===== src/rtl/cluster_unpacker_pkg.sv =====
// cluster_unpacker_pkg
//   Shared constants and helpers for the cluster unpacker.
//   - Supported pad-count / address-width pairs (192/8 and 384/9).
//   - Cluster count width (the count field holds size-1).
//   - Encoder "no cluster" key (address all ones).
//   - pad_in_cluster(): one bit of the cluster pad mask.
package cluster_unpacker_pkg;

  localparam int unsigned KEYS_192    = 192;
  localparam int unsigned KEYBITS_192 = 8;
  localparam int unsigned KEYS_384    = 384;
  localparam int unsigned KEYBITS_384 = 9;
  localparam int unsigned CNTB        = 3;
  localparam int unsigned CLST_MAX    = 16;

  // The encoder reports "no cluster" with an all-ones address, which is
  // always outside the pad range for both supported sizes.
  localparam logic [KEYBITS_192-1:0] NONE_KEY_192 = '1;
  localparam logic [KEYBITS_384-1:0] NONE_KEY_384 = '1;

  // True when pad lies within adr..adr+cnt. Evaluated only for pads that
  // exist, so pads past the top of the array are clipped implicitly.
  function automatic logic pad_in_cluster(input int unsigned pad,
                                          input int unsigned adr,
                                          input int unsigned cnt);
    return (pad >= adr) && (pad <= adr + cnt);
  endfunction

endpackage


===== src/rtl/cluster_mask_gen.sv =====
// cluster_mask_gen
//   Combinational expansion of one cluster into a pad mask.
//   Ports:
//     adr      in   MXKEYBITS  cluster start pad
//     cnt      in   MXCNTB     cluster size minus one
//     mask     out  MXKEYS     pads adr..adr+cnt, clipped at MXKEYS-1
//     adr_err  out  1          adr is outside the pad array
module cluster_mask_gen
  import cluster_unpacker_pkg::*;
#(
  parameter int unsigned MXKEYS    = KEYS_192,
  parameter int unsigned MXKEYBITS = KEYBITS_192,
  parameter int unsigned MXCNTB    = CNTB
) (
  input  logic [MXKEYBITS-1:0] adr,
  input  logic [MXCNTB-1:0]    cnt,
  output logic [MXKEYS-1:0]    mask,
  output logic                 adr_err
);

  assign adr_err = 32'(adr) >= MXKEYS;

  // An out-of-range address can never cover an existing pad, so the mask
  // is already zero in that case without extra gating.
  for (genvar gi = 0; gi < MXKEYS; gi++) begin : g_pad
    assign mask[gi] = pad_in_cluster(gi, 32'(adr), 32'(cnt));
  end

endmodule


===== src/rtl/cluster_unpacker.sv =====
// cluster_unpacker
//   Rebuilds the per-pad valid bitmap from a stream of clusters, one cluster
//   per cycle, OR-accumulated over a frame and published at frame end.
//   Ports:
//     clock          in   1          system clock
//     reset_n        in   1          asynchronous active-low reset
//     clst_vpf_i     in   1          cluster valid strobe
//     clst_adr_i     in   MXKEYBITS  cluster start pad
//     clst_cnt_i     in   MXCNTB     cluster size minus one
//     frame_end_i    in   1          last cycle of the current frame
//     pass_i         in   3          frame tag, sampled with frame_end_i
//     vpfs_o         out  MXKEYS     bitmap of the last completed frame
//     frame_valid_o  out  1          one-cycle pulse when outputs update
//     pass_o         out  3          tag of the published frame
//     nclst_o        out  NCW        clusters accepted in published frame
//     overflow_o     out  1          published frame exceeded MXCLST
//     adr_err_o      out  1          published frame had an out-of-range adr
module cluster_unpacker
  import cluster_unpacker_pkg::*;
#(
  parameter int unsigned MXKEYS    = KEYS_192,
  parameter int unsigned MXKEYBITS = KEYBITS_192,
  parameter int unsigned MXCNTB    = CNTB,
  parameter int unsigned MXCLST    = CLST_MAX,
  localparam int unsigned NCW      = $clog2(MXCLST + 1)
) (
  input  logic                 clock,
  input  logic                 reset_n,
  input  logic                 clst_vpf_i,
  input  logic [MXKEYBITS-1:0] clst_adr_i,
  input  logic [MXCNTB-1:0]    clst_cnt_i,
  input  logic                 frame_end_i,
  input  logic [2:0]           pass_i,
  output logic [MXKEYS-1:0]    vpfs_o,
  output logic                 frame_valid_o,
  output logic [2:0]           pass_o,
  output logic [NCW-1:0]       nclst_o,
  output logic                 overflow_o,
  output logic                 adr_err_o
);

  logic [MXKEYS-1:0] mask;
  logic              adr_err;

  logic [MXKEYS-1:0] acc_reg, acc_next;
  logic [NCW-1:0]    cnt_reg, cnt_next;
  logic              ovf_reg, ovf_next;
  logic              aerr_reg, aerr_next;
  logic              accept;

  cluster_mask_gen #(
    .MXKEYS   (MXKEYS),
    .MXKEYBITS(MXKEYBITS),
    .MXCNTB   (MXCNTB)
  ) u_mask (
    .adr    (clst_adr_i),
    .cnt    (clst_cnt_i),
    .mask   (mask),
    .adr_err(adr_err)
  );

  // Address error outranks overflow: a bad address never reaches the
  // capacity test, so it cannot set the overflow flag.
  always_comb begin
    accept    = clst_vpf_i && !adr_err && (cnt_reg < NCW'(MXCLST));
    acc_next  = acc_reg | (accept ? mask : '0);
    cnt_next  = cnt_reg + NCW'(accept);
    ovf_next  = ovf_reg | (clst_vpf_i && !adr_err && !accept);
    aerr_next = aerr_reg | (clst_vpf_i && adr_err);
  end

  // At frame end the *_next values (which include this cycle's cluster) are
  // published and the accumulator restarts empty for the next cycle.
  always_ff @(posedge clock or negedge reset_n) begin
    if (!reset_n) begin
      acc_reg       <= '0;
      cnt_reg       <= '0;
      ovf_reg       <= 1'b0;
      aerr_reg      <= 1'b0;
      vpfs_o        <= '0;
      frame_valid_o <= 1'b0;
      pass_o        <= '0;
      nclst_o       <= '0;
      overflow_o    <= 1'b0;
      adr_err_o     <= 1'b0;
    end else begin
      frame_valid_o <= frame_end_i;
      if (frame_end_i) begin
        vpfs_o     <= acc_next;
        pass_o     <= pass_i;
        nclst_o    <= cnt_next;
        overflow_o <= ovf_next;
        adr_err_o  <= aerr_next;
        acc_reg    <= '0;
        cnt_reg    <= '0;
        ovf_reg    <= 1'b0;
        aerr_reg   <= 1'b0;
      end else begin
        acc_reg    <= acc_next;
        cnt_reg    <= cnt_next;
        ovf_reg    <= ovf_next;
        aerr_reg   <= aerr_next;
      end
    end
  end

endmodule


===== config.mk =====
export PLATFORM = sky130hd
export DESIGN_NAME = cluster_unpacker
export DESIGN_NICKNAME = d
export VERILOG_FILES = /design/src/rtl/cluster_unpacker_pkg.sv /design/src/rtl/cluster_mask_gen.sv /design/src/rtl/cluster_unpacker.sv
export SDC_FILE = /design/constraint.sdc
export NUM_CORES = 1
export LEC_CHECK = 0
export CAP_MARGIN = 40
export CORE_ASPECT_RATIO = 1.25
export CORE_UTILIZATION = 42
export CTS_CLUSTER_DIAMETER = 50
export DETAILED_ROUTE_END_ITERATION = 12
export GPL_ROUTABILITY_DRIVEN = 1
export HOLD_SLACK_MARGIN = 0.05
export SYNTH_ARGS = -nofsm -noshare
export SYNTH_HDL_FRONTEND = slang
export SYNTH_SLANG_ARGS = --single-unit

===== constraint.sdc =====
create_clock -name clock -period 4.6 [get_ports clock]
set_input_delay 0.46 -clock clock [delete_from_list [all_inputs] [get_ports clock]]
set_output_delay 0.46 -clock clock [all_outputs]
set_load 0.02 [all_outputs]

**Cell placement**

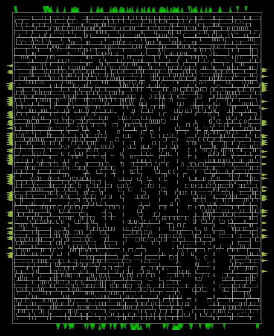
flip-flops: 402
Final Util: 55.7%
tap cells: 565
CORE AREA: 0.0433 mm^2
sequential cell area share: 41.7%

**Nets reached from selected ports**

Drawn at 1.5 px/um.
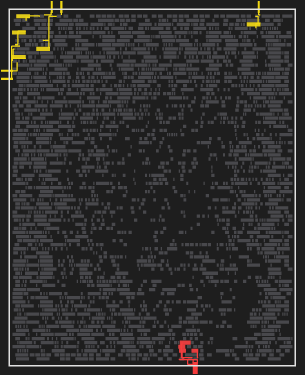
Key: `clst_cnt_i` = red [bits 3, direction input, end cells 4, wire 60.6 um]; `nclst_o` = yellow [bits 5, direction output, end cells 5, wire 140 um]
I/O Buffers: 220
IO Count: 221

**The metal 1 layer**

Drawn at 2 px/um. Supply wires on this layer in gray.
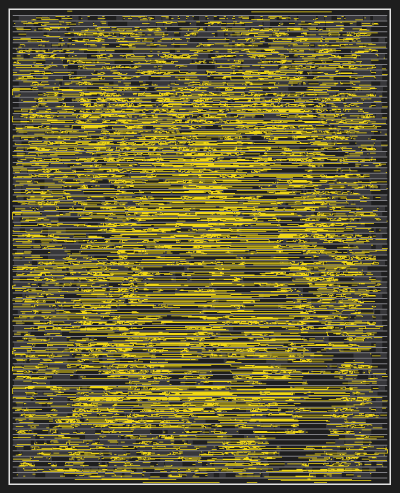
2,258 nets have wire on it. The layer holds 40% of the routed length. The longest straight run is 99.8 um. The wires run mostly horizontal.
Routed WL: 85,500 um
vias: 18,339
met1 usage: 49.5%

**Sizing map**

Drawn at 1.5 px/um.
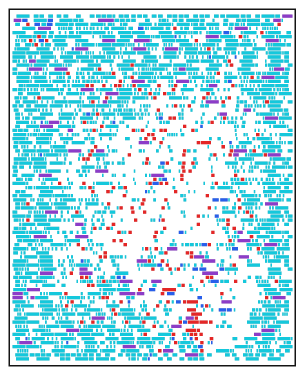
Key: _0 and _1 cells = cyan [cells 2,066, share 85%, most used nor2_1]; _3 and _4 cells = red [cells 224, share 9.2%, most used buf_4]; _2 cells = blue [cells 56, share 2.3%]; _6 and larger = purple [cells 78, share 3.2%, most used clkbuf_16]
Area Growth Syn to Fin: 30.3%
Final WS setup: 0.844 ns
Signal buffers: 449
Design Area, Final: 0.0241 mm^2

-- worst max-delay path: cells and delay by family --
family	cells	cell delay, ns
AOI/OAI and AO/OA	5	1.44
buffers and inverters	4	1.13
adders and majority gates	2	0.83
and+or+nand+nor	2	0.34
-- routing by layer --
layer	routed length, um	vias to the layer above
li1	-	7957
met1	34000	9094
met2	39400	1002
met3	6310	284
met4	5860	2
met5	11	-
-- cells in the final DEF (no fill, tap or decap), drive strengths merged, types with 9 or more instances in the layout --
cell type,Yosys,routed
nand2,110,110
nor4,10,10
o211ai,10,10
o221ai,15,15
clkdlybuf4s50,0,216
a211oi,24,24
or3,9,9
a221oi,20,20
a21oi,316,316
and2,11,11
dfrtp,402,402
buf,34,232
a31oi,86,86
clkinv,1,16
clkbuf,130,48
or2,9,9
o21ai,147,147
nor2,493,493
nand2b,11,11
nor3,34,34
nand3,52,52
a21o,10,10
inv,9,14
-- synthesized netlist by cell type, drive strengths merged, types with 10 or more instances --
cell    number  area, um^2
a31oi       86         538
nor4        10        62.6
and2        11        68.8
dfrtp      402       10100
nor2       493        1850
nand2b      11        68.8
clkbuf     130         488
a21o        10        75.1
o221ai      15         138
o21ai      147         736
nand3       52         260
o211ai      10        88.8
a221oi      20         181
nand2      110         415
a21oi      316        1590
buf         34         186
nor3        34         206
a211oi      24         205
-- final cells by class --
type                    count  area share (%)
clock inverters            28            1.41
flip-flops and latches    402            41.7
multi-input cells        1487            32.1
inverters                  10           0.156
clock buffers              48            4.58
well taps                 565            2.93
repair buffers            449            17.1
-- where the power goes --
group / internal (mW) / switching (mW)
logic: 0.833 / 1.50
clock network: 1.95 / 1.57
registers: 3.81 / 0.156
total: 6.59 / 3.22
-- final timing paths --
check	startpoint	to	slack (ns)
worst max-delay path	clst_adr_i[0]	vpfs_o[38]$_DFFE_PN0P_	0.84
worst min-delay path	frame_end_i	frame_valid_o$_DFF_PN0_	0.35
worst max register to register	cnt_reg[4]$_DFF_PN0_	acc_reg[166]$_DFF_PN0_	1.67
worst min register to register	acc_reg[150]$_DFF_PN0_	acc_reg[150]$_DFF_PN0_	0.48
max in group asynchronous	reset_n	acc_reg[76]$_DFF_PN0_	3.00
min in group asynchronous	reset_n	overflow_o$_DFFE_PN0P_	0.44
-- cell families after synthesis --
logic type	after synthesis	synth area share [%]
XOR/XNOR	7	0.331
AND-OR/OR-AND	698	22.8
adder cells (fa/ha/maj)	6	0.446
AND/OR/NAND/NOR	765	17.6
multiplexers	11	0.669
buffers and inverters	174	3.85
flip-flops	402	54.4
-- stage by stage --
step	hold slack (ns)	utilization (%)	instances
after floorplan	0.164	-	2063
after global placement	0.460	52.2	2908
after detailed placement	0.468	52.3	2911
after CTS	0.344	55.7	2988
after global routing	0.390	55.7	2989
final	0.355	55.7	2989
==> results.yml <==
# synthesis and place-and-route metrics
clocking:
  cts_tree: "done"
  cts_buffer_depth: 3
  root_buffer: "clkbuf_16"
  cts_resized: 0
  holdBufCountCts: 1
  htreeDepth: 2
placed_design:
  pre_cts_slack_ns: 0.375
  place_congestion: 1.05
  dp_hpwl_um: 63000
  placed_area_mm2: 0.0226
sta:
  max_slew_margin_pct: 37.5
  setup_viol: 0
  fin_skew_ns: 0.0155
  clock.fmax_ghz: 0.266
global_routing:
  grtUsageMet2_pct: 60.2
  busiest_layer: "met2"
  antenna_found_initial: 3
setup_path:
  cp_slowest_cell: "a211oi_1"
  crit_path_max_fanout: 6
  start_kind: "input port"
  path_class: "input port to flop"
  path_cells: "clkdlybuf4s50_1 > ha_1 > fa_1 > a21oi_2 > buf_4 > nor2_1 > a211oi_1 > buf_4 > or2_1 > o211ai_1 > buf_4 > a21oi_1 > a21oi_1"
  max_stage_delay_ns: 0.54
  crit_top_cell: "buf_4"
synth:
  ys_cells: 2063
  async_reset_ff_share_pct: 100
  synth-seq-area-share_pct: 54.4
  netlist_instances: 2063
  synth_flops: 402
  ys.flop_type: "dfrtp_1"
  enable_flop_cells: 0
  synth_area_mm2: 0.0185
  synth_area_per_cell_um2: 8.97
status:
  status: "finished, final reports clean"
run:
  drv_cap: 0
  warnings: 36
power:
  cellLeakagePower_nw: 10.5
floorplanning:
  core.rowCount: 85
layout:
  fillerInstances: 3908
  n_antenna_cell: 0
Power figures rest on the tool's default switching activity, not on a simulated workload.
